**Run 1: power grid**

(3 px per um) Pins as bars on the die edge. Tap cells in grey.
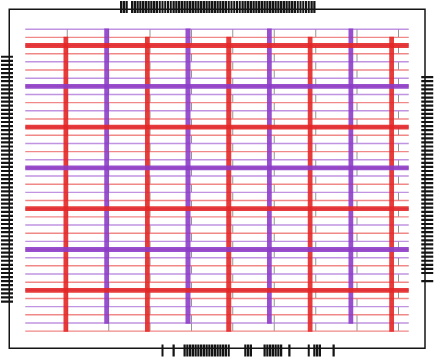
**Run 1: placement by cell class**

(3 px per um) Fill, decap, tap and diode cells in grey.
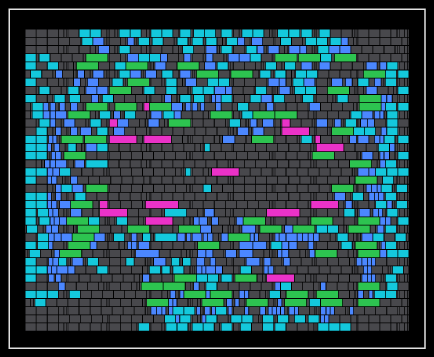
**Run 1: clock distribution**

(3 px per um)
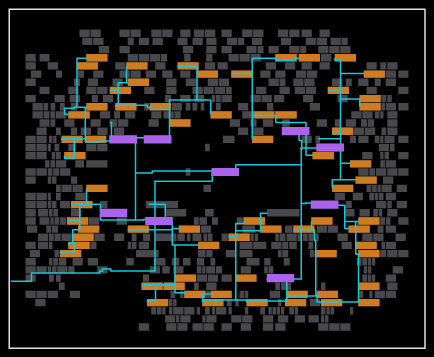
File: config.mk
export PLATFORM = sky130hd
export DESIGN_NAME = sdram_port_arbiter_flat
export DESIGN_NICKNAME = d
export VERILOG_FILES = /design/src/rtl/sdram_port_arbiter_if.sv /design/src/rtl/sdram_port_arbiter.sv /design/src/flat_wrapper.sv
export SDC_FILE = /design/constraint.sdc
export NUM_CORES = 1
export LEC_CHECK = 0
export CORE_ASPECT_RATIO = 0.8
export CORE_MARGIN = 5
export CORE_UTILIZATION = 25
export DETAILED_ROUTE_END_ITERATION = 8
export PLACE_DENSITY = 0.63
export SYNTH_ARGS = -nofsm -noshare
export SYNTH_HDL_FRONTEND = slang
export SYNTH_SLANG_ARGS = --single-unit
File: constraint.sdc
create_clock -name clk -period 2.2 [get_ports clk]
set_clock_uncertainty 0.15 [all_clocks]
set_input_delay 0.22 -clock clk [delete_from_list [all_inputs] [get_ports clk]]
set_output_delay 0.22 -clock clk [all_outputs]
set_load 0.01 [all_outputs]
File: src/rtl/sdram_port_arbiter_if.sv
// Bus bundle for sdram_port_arbiter: three master request ports plus the SDRAM controller port.
// The arbiter uses the slave modport; the masters/controller side uses the master modport.
interface sdram_port_arbiter_if #(
    parameter int ADDR_W = 24,
    parameter int DATA_W = 16
);
    logic              req0, req1, req2;
    logic [ADDR_W-1:0] addr0, addr1, addr2;
    logic              wr0, wr1, wr2;
    logic [DATA_W-1:0] wdata0, wdata1, wdata2;
    logic [1:0]        bsel0, bsel1, bsel2;
    logic              ack0, ack1, ack2;
    logic [DATA_W-1:0] rdata;
    logic              sdr_req;
    logic [ADDR_W-1:0] sdr_addr;
    logic              sdr_wr;
    logic [DATA_W-1:0] sdr_wdata;
    logic [1:0]        sdr_bsel;
    logic              sdr_ack;
    logic [DATA_W-1:0] sdr_rdata;
    logic [1:0]        grant;

    modport slave (
        input  req0, req1, req2, addr0, addr1, addr2, wr0, wr1, wr2,
        input  wdata0, wdata1, wdata2, bsel0, bsel1, bsel2,
        output ack0, ack1, ack2, rdata,
        output sdr_req, sdr_addr, sdr_wr, sdr_wdata, sdr_bsel, grant,
        input  sdr_ack, sdr_rdata
    );

    modport master (
        output req0, req1, req2, addr0, addr1, addr2, wr0, wr1, wr2,
        output wdata0, wdata1, wdata2, bsel0, bsel1, bsel2,
        input  ack0, ack1, ack2, rdata,
        input  sdr_req, sdr_addr, sdr_wr, sdr_wdata, sdr_bsel, grant,
        output sdr_ack, sdr_rdata
    );
endinterface

File: src/rtl/sdram_port_arbiter.sv
// Fixed-priority (0 > 1 > 2) arbiter sharing one SDRAM controller port between three masters.
// Optional ARB_STARVE_GUARD_EN promotes ports 1/2 after STARVE_LIMIT cycles of waiting.
module sdram_port_arbiter #(
    parameter int ADDR_W       = 24,
    parameter int DATA_W       = 16,
    parameter int STARVE_LIMIT = 32
) (
    input  logic                clk,
    input  logic                reset,
    sdram_port_arbiter_if.slave bus
);
    localparam logic [1:0] IDLE  = 2'd0;
    localparam logic [1:0] ISSUE = 2'd1;
    localparam logic [1:0] WAIT  = 2'd2;
    localparam logic [1:0] DONE  = 2'd3;
    localparam logic [1:0] NONE  = 2'd3;

    // The wait counters are 6 bits wide, so the limit must fit.
    if (STARVE_LIMIT < 1 || STARVE_LIMIT > 63) begin : g_bad_limit
        $error("STARVE_LIMIT must be within 1..63");
    end

    function automatic logic [2:0] port_onehot(input logic [1:0] idx);
        case (idx)
            2'd0:    return 3'b001;
            2'd1:    return 3'b010;
            2'd2:    return 3'b100;
            default: return 3'b000;
        endcase
    endfunction

    logic [1:0]        state_r;
    logic [1:0]        grant_r;
    logic              sdr_req_r;
    logic [ADDR_W-1:0] sdr_addr_r;
    logic              sdr_wr_r;
    logic [DATA_W-1:0] sdr_wdata_r;
    logic [1:0]        sdr_bsel_r;
    logic [DATA_W-1:0] rdata_r;
    logic [2:0]        ack_r;

    logic [2:0]        req_s;
    logic [1:0]        pick_s;
    logic [ADDR_W-1:0] sel_addr_s;
    logic              sel_wr_s;
    logic [DATA_W-1:0] sel_wdata_s;
    logic [1:0]        sel_bsel_s;

    assign req_s = {bus.req2, bus.req1, bus.req0};

`ifdef ARB_STARVE_GUARD_EN
    localparam logic [5:0] LIMIT = 6'(STARVE_LIMIT);
    logic [5:0] wait1_r;
    logic [5:0] wait2_r;
    logic       promo1_s;
    logic       promo2_s;

    assign promo1_s = (wait1_r >= LIMIT);
    assign promo2_s = (wait2_r >= LIMIT);

    // Winner selection: promoted ports 1/2 first, then strict fixed priority.
    always_comb begin
        pick_s = NONE;
        if (req_s[1] && promo1_s) begin
            pick_s = 2'd1;
        end else if (req_s[2] && promo2_s) begin
            pick_s = 2'd2;
        end else if (req_s[0]) begin
            pick_s = 2'd0;
        end else if (req_s[1]) begin
            pick_s = 2'd1;
        end else if (req_s[2]) begin
            pick_s = 2'd2;
        end else begin
            pick_s = NONE;
        end
    end

    // Saturating wait counters; cleared when the port wins arbitration.
    always_ff @(posedge clk) begin
        if (reset) begin
            wait1_r <= 6'd0;
            wait2_r <= 6'd0;
        end else begin
            if (state_r == IDLE && pick_s == 2'd1) begin
                wait1_r <= 6'd0;
            end else if (bus.req1 && grant_r != 2'd1 && wait1_r < LIMIT) begin
                wait1_r <= wait1_r + 6'd1;
            end else begin
                wait1_r <= wait1_r;
            end
            if (state_r == IDLE && pick_s == 2'd2) begin
                wait2_r <= 6'd0;
            end else if (bus.req2 && grant_r != 2'd2 && wait2_r < LIMIT) begin
                wait2_r <= wait2_r + 6'd1;
            end else begin
                wait2_r <= wait2_r;
            end
        end
    end
`else
    // Winner selection: strict fixed priority, lowest index first.
    always_comb begin
        pick_s = NONE;
        if (req_s[0]) begin
            pick_s = 2'd0;
        end else if (req_s[1]) begin
            pick_s = 2'd1;
        end else if (req_s[2]) begin
            pick_s = 2'd2;
        end else begin
            pick_s = NONE;
        end
    end
`endif

    // Request-field mux for the chosen port.
    always_comb begin
        sel_addr_s  = {ADDR_W{1'b0}};
        sel_wr_s    = 1'b0;
        sel_wdata_s = {DATA_W{1'b0}};
        sel_bsel_s  = 2'b00;
        case (pick_s)
            2'd0: begin
                sel_addr_s  = bus.addr0;
                sel_wr_s    = bus.wr0;
                sel_wdata_s = bus.wdata0;
                sel_bsel_s  = bus.bsel0;
            end
            2'd1: begin
                sel_addr_s  = bus.addr1;
                sel_wr_s    = bus.wr1;
                sel_wdata_s = bus.wdata1;
                sel_bsel_s  = bus.bsel1;
            end
            2'd2: begin
                sel_addr_s  = bus.addr2;
                sel_wr_s    = bus.wr2;
                sel_wdata_s = bus.wdata2;
                sel_bsel_s  = bus.bsel2;
            end
            default: begin
                sel_addr_s  = {ADDR_W{1'b0}};
                sel_wr_s    = 1'b0;
                sel_wdata_s = {DATA_W{1'b0}};
                sel_bsel_s  = 2'b00;
            end
        endcase
    end

    // Transaction FSM; DONE deliberately skips arbitration so a finishing master can drop req.
    always_ff @(posedge clk) begin
        if (reset) begin
            state_r     <= IDLE;
            grant_r     <= NONE;
            sdr_req_r   <= 1'b0;
            sdr_addr_r  <= {ADDR_W{1'b0}};
            sdr_wr_r    <= 1'b0;
            sdr_wdata_r <= {DATA_W{1'b0}};
            sdr_bsel_r  <= 2'b00;
            rdata_r     <= {DATA_W{1'b0}};
            ack_r       <= 3'b000;
        end else begin
            case (state_r)
                IDLE: begin
                    ack_r <= 3'b000;
                    if (pick_s != NONE) begin
                        grant_r     <= pick_s;
                        sdr_addr_r  <= sel_addr_s;
                        sdr_wr_r    <= sel_wr_s;
                        sdr_wdata_r <= sel_wdata_s;
                        sdr_bsel_r  <= sel_bsel_s;
                        state_r     <= ISSUE;
                    end else begin
                        state_r <= IDLE;
                    end
                end
                ISSUE: begin
                    sdr_req_r <= 1'b1;
                    state_r   <= WAIT;
                end
                WAIT: begin
                    if (bus.sdr_ack) begin
                        sdr_req_r <= 1'b0;
                        rdata_r   <= bus.sdr_rdata;
                        ack_r     <= port_onehot(grant_r);
                        state_r   <= DONE;
                    end else begin
                        state_r <= WAIT;
                    end
                end
                DONE: begin
                    ack_r   <= 3'b000;
                    grant_r <= NONE;
                    state_r <= IDLE;
                end
                default: begin
                    ack_r     <= 3'b000;
                    grant_r   <= NONE;
                    sdr_req_r <= 1'b0;
                    state_r   <= IDLE;
                end
            endcase
        end
    end

    assign bus.ack0      = ack_r[0];
    assign bus.ack1      = ack_r[1];
    assign bus.ack2      = ack_r[2];
    assign bus.rdata     = rdata_r;
    assign bus.sdr_req   = sdr_req_r;
    assign bus.sdr_addr  = sdr_addr_r;
    assign bus.sdr_wr    = sdr_wr_r;
    assign bus.sdr_wdata = sdr_wdata_r;
    assign bus.sdr_bsel  = sdr_bsel_r;
    assign bus.grant     = grant_r;
endmodule
File: src/flat_wrapper.sv
// flat-port wrapper written by rule: the top's interface ports become plain ports
module sdram_port_arbiter_flat 
#(
    parameter int ADDR_W       = 24,
    parameter int DATA_W       = 16,
    parameter int STARVE_LIMIT = 32
)
  (clk, reset, bus_req0, bus_req1, bus_req2, bus_addr0, bus_addr1, bus_addr2, bus_wr0, bus_wr1, bus_wr2, bus_wdata0, bus_wdata1, bus_wdata2, bus_bsel0, bus_bsel1, bus_bsel2, bus_ack0, bus_ack1, bus_ack2, bus_rdata, bus_sdr_req, bus_sdr_addr, bus_sdr_wr, bus_sdr_wdata, bus_sdr_bsel, bus_grant, bus_sdr_ack, bus_sdr_rdata);
  sdram_port_arbiter_if #(.ADDR_W(ADDR_W), .DATA_W(DATA_W)) bus_i ();
  input  logic clk;
  input  logic reset;
  input wire logic [$bits(bus_i.req0)-1:0] bus_req0;
  input wire logic [$bits(bus_i.req1)-1:0] bus_req1;
  input wire logic [$bits(bus_i.req2)-1:0] bus_req2;
  input wire logic [$bits(bus_i.addr0)-1:0] bus_addr0;
  input wire logic [$bits(bus_i.addr1)-1:0] bus_addr1;
  input wire logic [$bits(bus_i.addr2)-1:0] bus_addr2;
  input wire logic [$bits(bus_i.wr0)-1:0] bus_wr0;
  input wire logic [$bits(bus_i.wr1)-1:0] bus_wr1;
  input wire logic [$bits(bus_i.wr2)-1:0] bus_wr2;
  input wire logic [$bits(bus_i.wdata0)-1:0] bus_wdata0;
  input wire logic [$bits(bus_i.wdata1)-1:0] bus_wdata1;
  input wire logic [$bits(bus_i.wdata2)-1:0] bus_wdata2;
  input wire logic [$bits(bus_i.bsel0)-1:0] bus_bsel0;
  input wire logic [$bits(bus_i.bsel1)-1:0] bus_bsel1;
  input wire logic [$bits(bus_i.bsel2)-1:0] bus_bsel2;
  output wire logic [$bits(bus_i.ack0)-1:0] bus_ack0;
  output wire logic [$bits(bus_i.ack1)-1:0] bus_ack1;
  output wire logic [$bits(bus_i.ack2)-1:0] bus_ack2;
  output wire logic [$bits(bus_i.rdata)-1:0] bus_rdata;
  output wire logic [$bits(bus_i.sdr_req)-1:0] bus_sdr_req;
  output wire logic [$bits(bus_i.sdr_addr)-1:0] bus_sdr_addr;
  output wire logic [$bits(bus_i.sdr_wr)-1:0] bus_sdr_wr;
  output wire logic [$bits(bus_i.sdr_wdata)-1:0] bus_sdr_wdata;
  output wire logic [$bits(bus_i.sdr_bsel)-1:0] bus_sdr_bsel;
  output wire logic [$bits(bus_i.grant)-1:0] bus_grant;
  input wire logic [$bits(bus_i.sdr_ack)-1:0] bus_sdr_ack;
  input wire logic [$bits(bus_i.sdr_rdata)-1:0] bus_sdr_rdata;
  assign bus_i.req0 = bus_req0;
  assign bus_i.req1 = bus_req1;
  assign bus_i.req2 = bus_req2;
  assign bus_i.addr0 = bus_addr0;
  assign bus_i.addr1 = bus_addr1;
  assign bus_i.addr2 = bus_addr2;
  assign bus_i.wr0 = bus_wr0;
  assign bus_i.wr1 = bus_wr1;
  assign bus_i.wr2 = bus_wr2;
  assign bus_i.wdata0 = bus_wdata0;
  assign bus_i.wdata1 = bus_wdata1;
  assign bus_i.wdata2 = bus_wdata2;
  assign bus_i.bsel0 = bus_bsel0;
  assign bus_i.bsel1 = bus_bsel1;
  assign bus_i.bsel2 = bus_bsel2;
  assign bus_ack0 = bus_i.ack0;
  assign bus_ack1 = bus_i.ack1;
  assign bus_ack2 = bus_i.ack2;
  assign bus_rdata = bus_i.rdata;
  assign bus_sdr_req = bus_i.sdr_req;
  assign bus_sdr_addr = bus_i.sdr_addr;
  assign bus_sdr_wr = bus_i.sdr_wr;
  assign bus_sdr_wdata = bus_i.sdr_wdata;
  assign bus_sdr_bsel = bus_i.sdr_bsel;
  assign bus_grant = bus_i.grant;
  assign bus_i.sdr_ack = bus_sdr_ack;
  assign bus_i.sdr_rdata = bus_sdr_rdata;
  sdram_port_arbiter #(.ADDR_W(ADDR_W), .DATA_W(DATA_W), .STARVE_LIMIT(STARVE_LIMIT)) u_core (.clk(clk), .reset(reset), .bus(bus_i));
endmodule
==> impl_metrics.csv, run 1 <==
group,metric,value,unit
synth,synthTopCellsByArea,"dfxtp_1, a32o_1, nand2b_1",
synth,fp_nets,530,
cells_and_area,mostFrequentLayoutCells,"clkdlybuf4s50_1, dfxtp_1, nand2_1, a21oi_1, nand2b_1",
synth,ys.warnings.count,0,
critical_path,critPathCapture,"u_core.bus.sdr_addr[13]$_SDFFE_PP0P_",
synth,yosys.area.top_type,"dfxtp_1",
critical_path,crit_family,"buffers and inverters",
critical_path,critPathLaunchType,"flop",
detailed_routing,vias,3599,
placed_design,dp.cells,737,
synth,flop_cell,"dfxtp_1",
clock_network,cts_tree,"built",
outcome,status,"finished, final reports clean",
power_and_ir_drop,pwr-share-clk,34.9,%
placed_design,gp_congestion,0.878,
cells_and_area,diodes,0,
power_and_ir_drop,swShare,27.2,%
critical_path,path_common_cell,"buf_4",
placed_design,place_ws,-0.0903,ns
min_path,hold_depth,3,
## Picture notes: 'power grid'
red -> VSS
purple -> VDD
met4 straps = 9
tap cells = 175

## Picture notes: 'placement by cell class'
green -> flops  # cells 67
cyan -> other buffers and delay cells  # cells 226
blue -> all other logic  # cells 270
magenta -> clock drivers and dummy loads  # cells 16

## Picture notes: 'clock distribution'
orange -> flip-flops  # count 67
cyan -> clock wires  # length 967 um
purple -> cells driving clock nets  # count 9
flops lie = all over the die
routed clock nets = 10

## run 1: repair_timing
| item | CTS | global route |
|---|---|---|
| setup endpoints to repair | 42 | 0 |
| gates resized | 1 | 0 |
| hold endpoints to repair | 0 | 0 |
| hold buffers | 0 | 0 |
## run 1: power by group through the flow
| stage | combinational, mW | clock, mW | sequential, mW |
|---|---|---|---|
| 2_1_floorplan | 0.510 | 0 | 1.58 |
| 3_3_place_gp | 1.30 | 0 | 1.51 |
| 3_5_place_dp | 1.32 | 0 | 1.52 |
| 4_1_cts | 1.34 | 1.57 | 1.49 |
| 5_1_grt | 1.44 | 1.61 | 1.52 |
| 6_report | 1.32 | 1.51 | 1.49 |
## run 1: layer usage
metal / wire, um / track usage (%) / vias up
met1: 5200 / 18.3 / 1663
met3: 1160 / 7.03 / 17
li1: - / - / 1769
met2: 5770 / 25.6 / 150
met4: 179 / 4.02 / 0
met5: 0 / 0 / -
## run 1: final cells by class
cell class | instances | area (um2)
clock buffers | 9 | 225
clock inverters | 7 | 92.6
fillers | 1257 | 6980
inverters | 3 | 11.3
multi-input cells | 267 | 1740
flip-flops and latches | 67 | 1340
well taps | 175 | 219
repair buffers | 226 | 2260
## run 1: metrics by stage
stage               hold WS (ns)  util, %  total power [mW]  cell area, um2
finish                     0.245     45.8              4.33            5890
global route               0.261     45.8              4.56            5890
CTS                        0.237     45.8              4.40            5890
detailed placement         0.297     43.2              2.83            5570
global placement           0.294     43.2              2.81            5570
floorplan                  0.206        -              2.09            3280
## run 1: logic make-up (layout without fill, tap and decap cells)
logic type | after synthesis | in the layout | synth area share, %
compound gates | 139 | 139 | 31.4
fa+ha+maj | 5 | 5 | 1.91
buf+inv | 41 | 245 | 6.71
flops | 67 | 67 | 40.9
mux | 1 | 1 | 0.305
simple gates | 121 | 122 | 18.8
--- run 2 (diff from run 1) ---
--- a/config.mk
+++ b/config.mk
@@ -5,11 +5,13 @@
 export SDC_FILE = /design/constraint.sdc
 export NUM_CORES = 1
 export LEC_CHECK = 0
-export CORE_ASPECT_RATIO = 0.8
+export CELL_PAD_IN_SITES_DETAIL_PLACEMENT = 0
+export CELL_PAD_IN_SITES_GLOBAL_PLACEMENT = 1
+export CORE_ASPECT_RATIO = 1.75
 export CORE_MARGIN = 5
 export CORE_UTILIZATION = 25
 export DETAILED_ROUTE_END_ITERATION = 8
-export PLACE_DENSITY = 0.63
+export PLACE_DENSITY = 0.84
 export SYNTH_ARGS = -nofsm -noshare
 export SYNTH_HDL_FRONTEND = slang
 export SYNTH_SLANG_ARGS = --single-unit
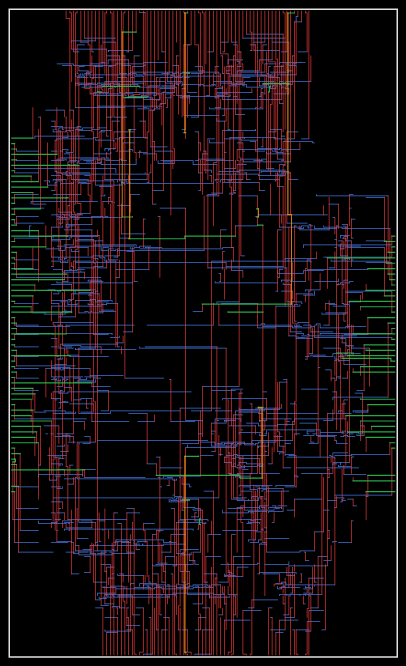
**Above:** run 2 (routed metal, one colour a layer).
(4 px per um)
orange -> met4  # wire length 247 um
green -> met3  # wire length 713 um
red -> met2  # wire length 7450 um
blue -> met1  # wire length 4660 um
Avg WL per Cell: 17.5 um
Post-Route WL: 13100 um

==> run 2 against run 1 <==
Wire length is 6.2% higher. Sequential share of layout area is 0.25 points higher. Register-to-register slack improved by 0.03 ns. Critical endpoint is now u_core.bus.sdr_wr$_SDFFE_PP0P_. Combinational power is essentially flat. Critical path type is now input port to flop. Cell area decreased by 1.1%.
==> impl_metrics.csv, run 2 <==
group,metric,value,unit
outcome,status,"finished, final reports clean",
timing,hold_slack,0.275,ns
placed_design,dp.cells,730,
cells_and_area,fill_cells,1306,
synth,flop_cell,"dfxtp_1",
placed_design,gp_congestion,0.798,
power_and_ir_drop,swShare,28.9,%
power_and_ir_drop,comb-power,1.32,mW
critical_path,critPathCapture,"u_core.bus.sdr_wr$_SDFFE_PP0P_",
placed_design,place_area,5520,um2
power_and_ir_drop,clk-power,1.45,mW
cells_and_area,seq_area,1340,um2
synth,synthTopCellsByArea,"dfxtp_1, a32o_1, nand2b_1",
clock_network,cts_tree,"built",
cells_and_area,diodes,0,
power_and_ir_drop,pwr-share-clk,34.0,%
power_and_ir_drop,p_seq,1.49,mW
cells_and_area,mi_logic_area,1740,um2
critical_path,critPathLaunchType,"input port",
timing,tightest_slew,0.970,ns
synth,fp_nets,530,
synth,yosys.area.top_type,"dfxtp_1",
cells_and_area,fin_area,5830,um2
timing,clock.fmax,511,MHz
clock_network,ctsLongestPathBuffers,2,
critical_path,crit_family,"simple AND/OR/NAND/NOR gates",
detailed_routing,vias,3608,
synth,ys.warnings.count,0,
clock_network,clkTransAtPathRegs,0.06,ns
cells_and_area,drive_gt1_share,5.56,%
placed_design,place_ws,-0.123,ns
clock_network,cts_hold_buf,0,
job,drv_cap,0,
power_and_ir_drop,power.group.top,"registers",
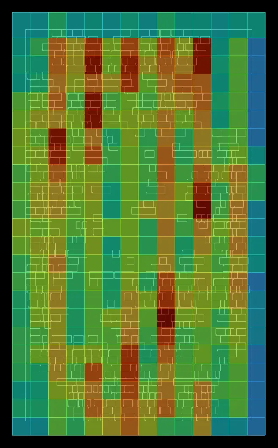
**Above:** run 2 (routing congestion).
Total GRT Usage: 16.3%
met2 Use GR: 31.8%
met1 Resource Use GR: 16.0%
Util after Layout: 45.1%

run 2: worst min-delay path, stage by stage:
cell and delay (ns):
buf_4 0.11, o31ai_4 0.11, buf_4 0.15, nand2_1 0.06, a21oi_1 0.05
run 2: kinds of logic (layout without fill, tap and decap cells):
family / Yosys count / after routing / share of synthesized area, %
AND-OR/OR-AND: 139 / 139 / 31.4
adder cells (fa/ha/maj): 5 / 5 / 1.91
buffers and inverters: 41 / 242 / 6.71
flip-flops: 67 / 67 / 40.9
multiplexers: 1 / 1 / 0.305
AND/OR/NAND/NOR: 121 / 122 / 18.8
run 2: what timing repair did:
action / 4_1_cts / 5_1_grt
resized: 1 / 1
setup endpoints to repair: 33 / 42
cloned: 1 / 0
hold endpoints to repair: 0 / 0
run 2: area by class of cell:
class	count	area share, %
repair buffers	223	38.0
multi-input cells	267	29.9
flip-flops and latches	67	23.0
clock buffers	9	3.86
well taps	171	3.67
clock inverters	7	1.33
inverters	3	0.193
run 2: how the worst min path moves through the flow:
stage	slack, ns	endpoint	cells after the start
3_3_place_gp	0.29	u_core.bus.rdata[7]$_SDFFE_PP0P_	2
6_report	0.27	u_core.bus.sdr_addr[8]$_SDFFE_PP0P_	5
2_1_floorplan	0.21	u_core.bus.rdata[0]$_SDFFE_PP0P_	2
4_1_cts	0.26	u_core.bus.sdr_addr[8]$_SDFFE_PP0P_	5
3_5_place_dp	0.30	u_core.bus.rdata[13]$_SDFFE_PP0P_	2
5_1_grt	0.28	u_core.bus.rdata[12]$_SDFFE_PP0P_	3
run 2: layer usage:
metal  part of all wire (%)  track usage, %
met5                      0               0
met4                    1.9            6.52
met3                    5.4            4.28
met2                     57            31.8
met1                     36            16.0
Power and IR drop assume default switching activity.
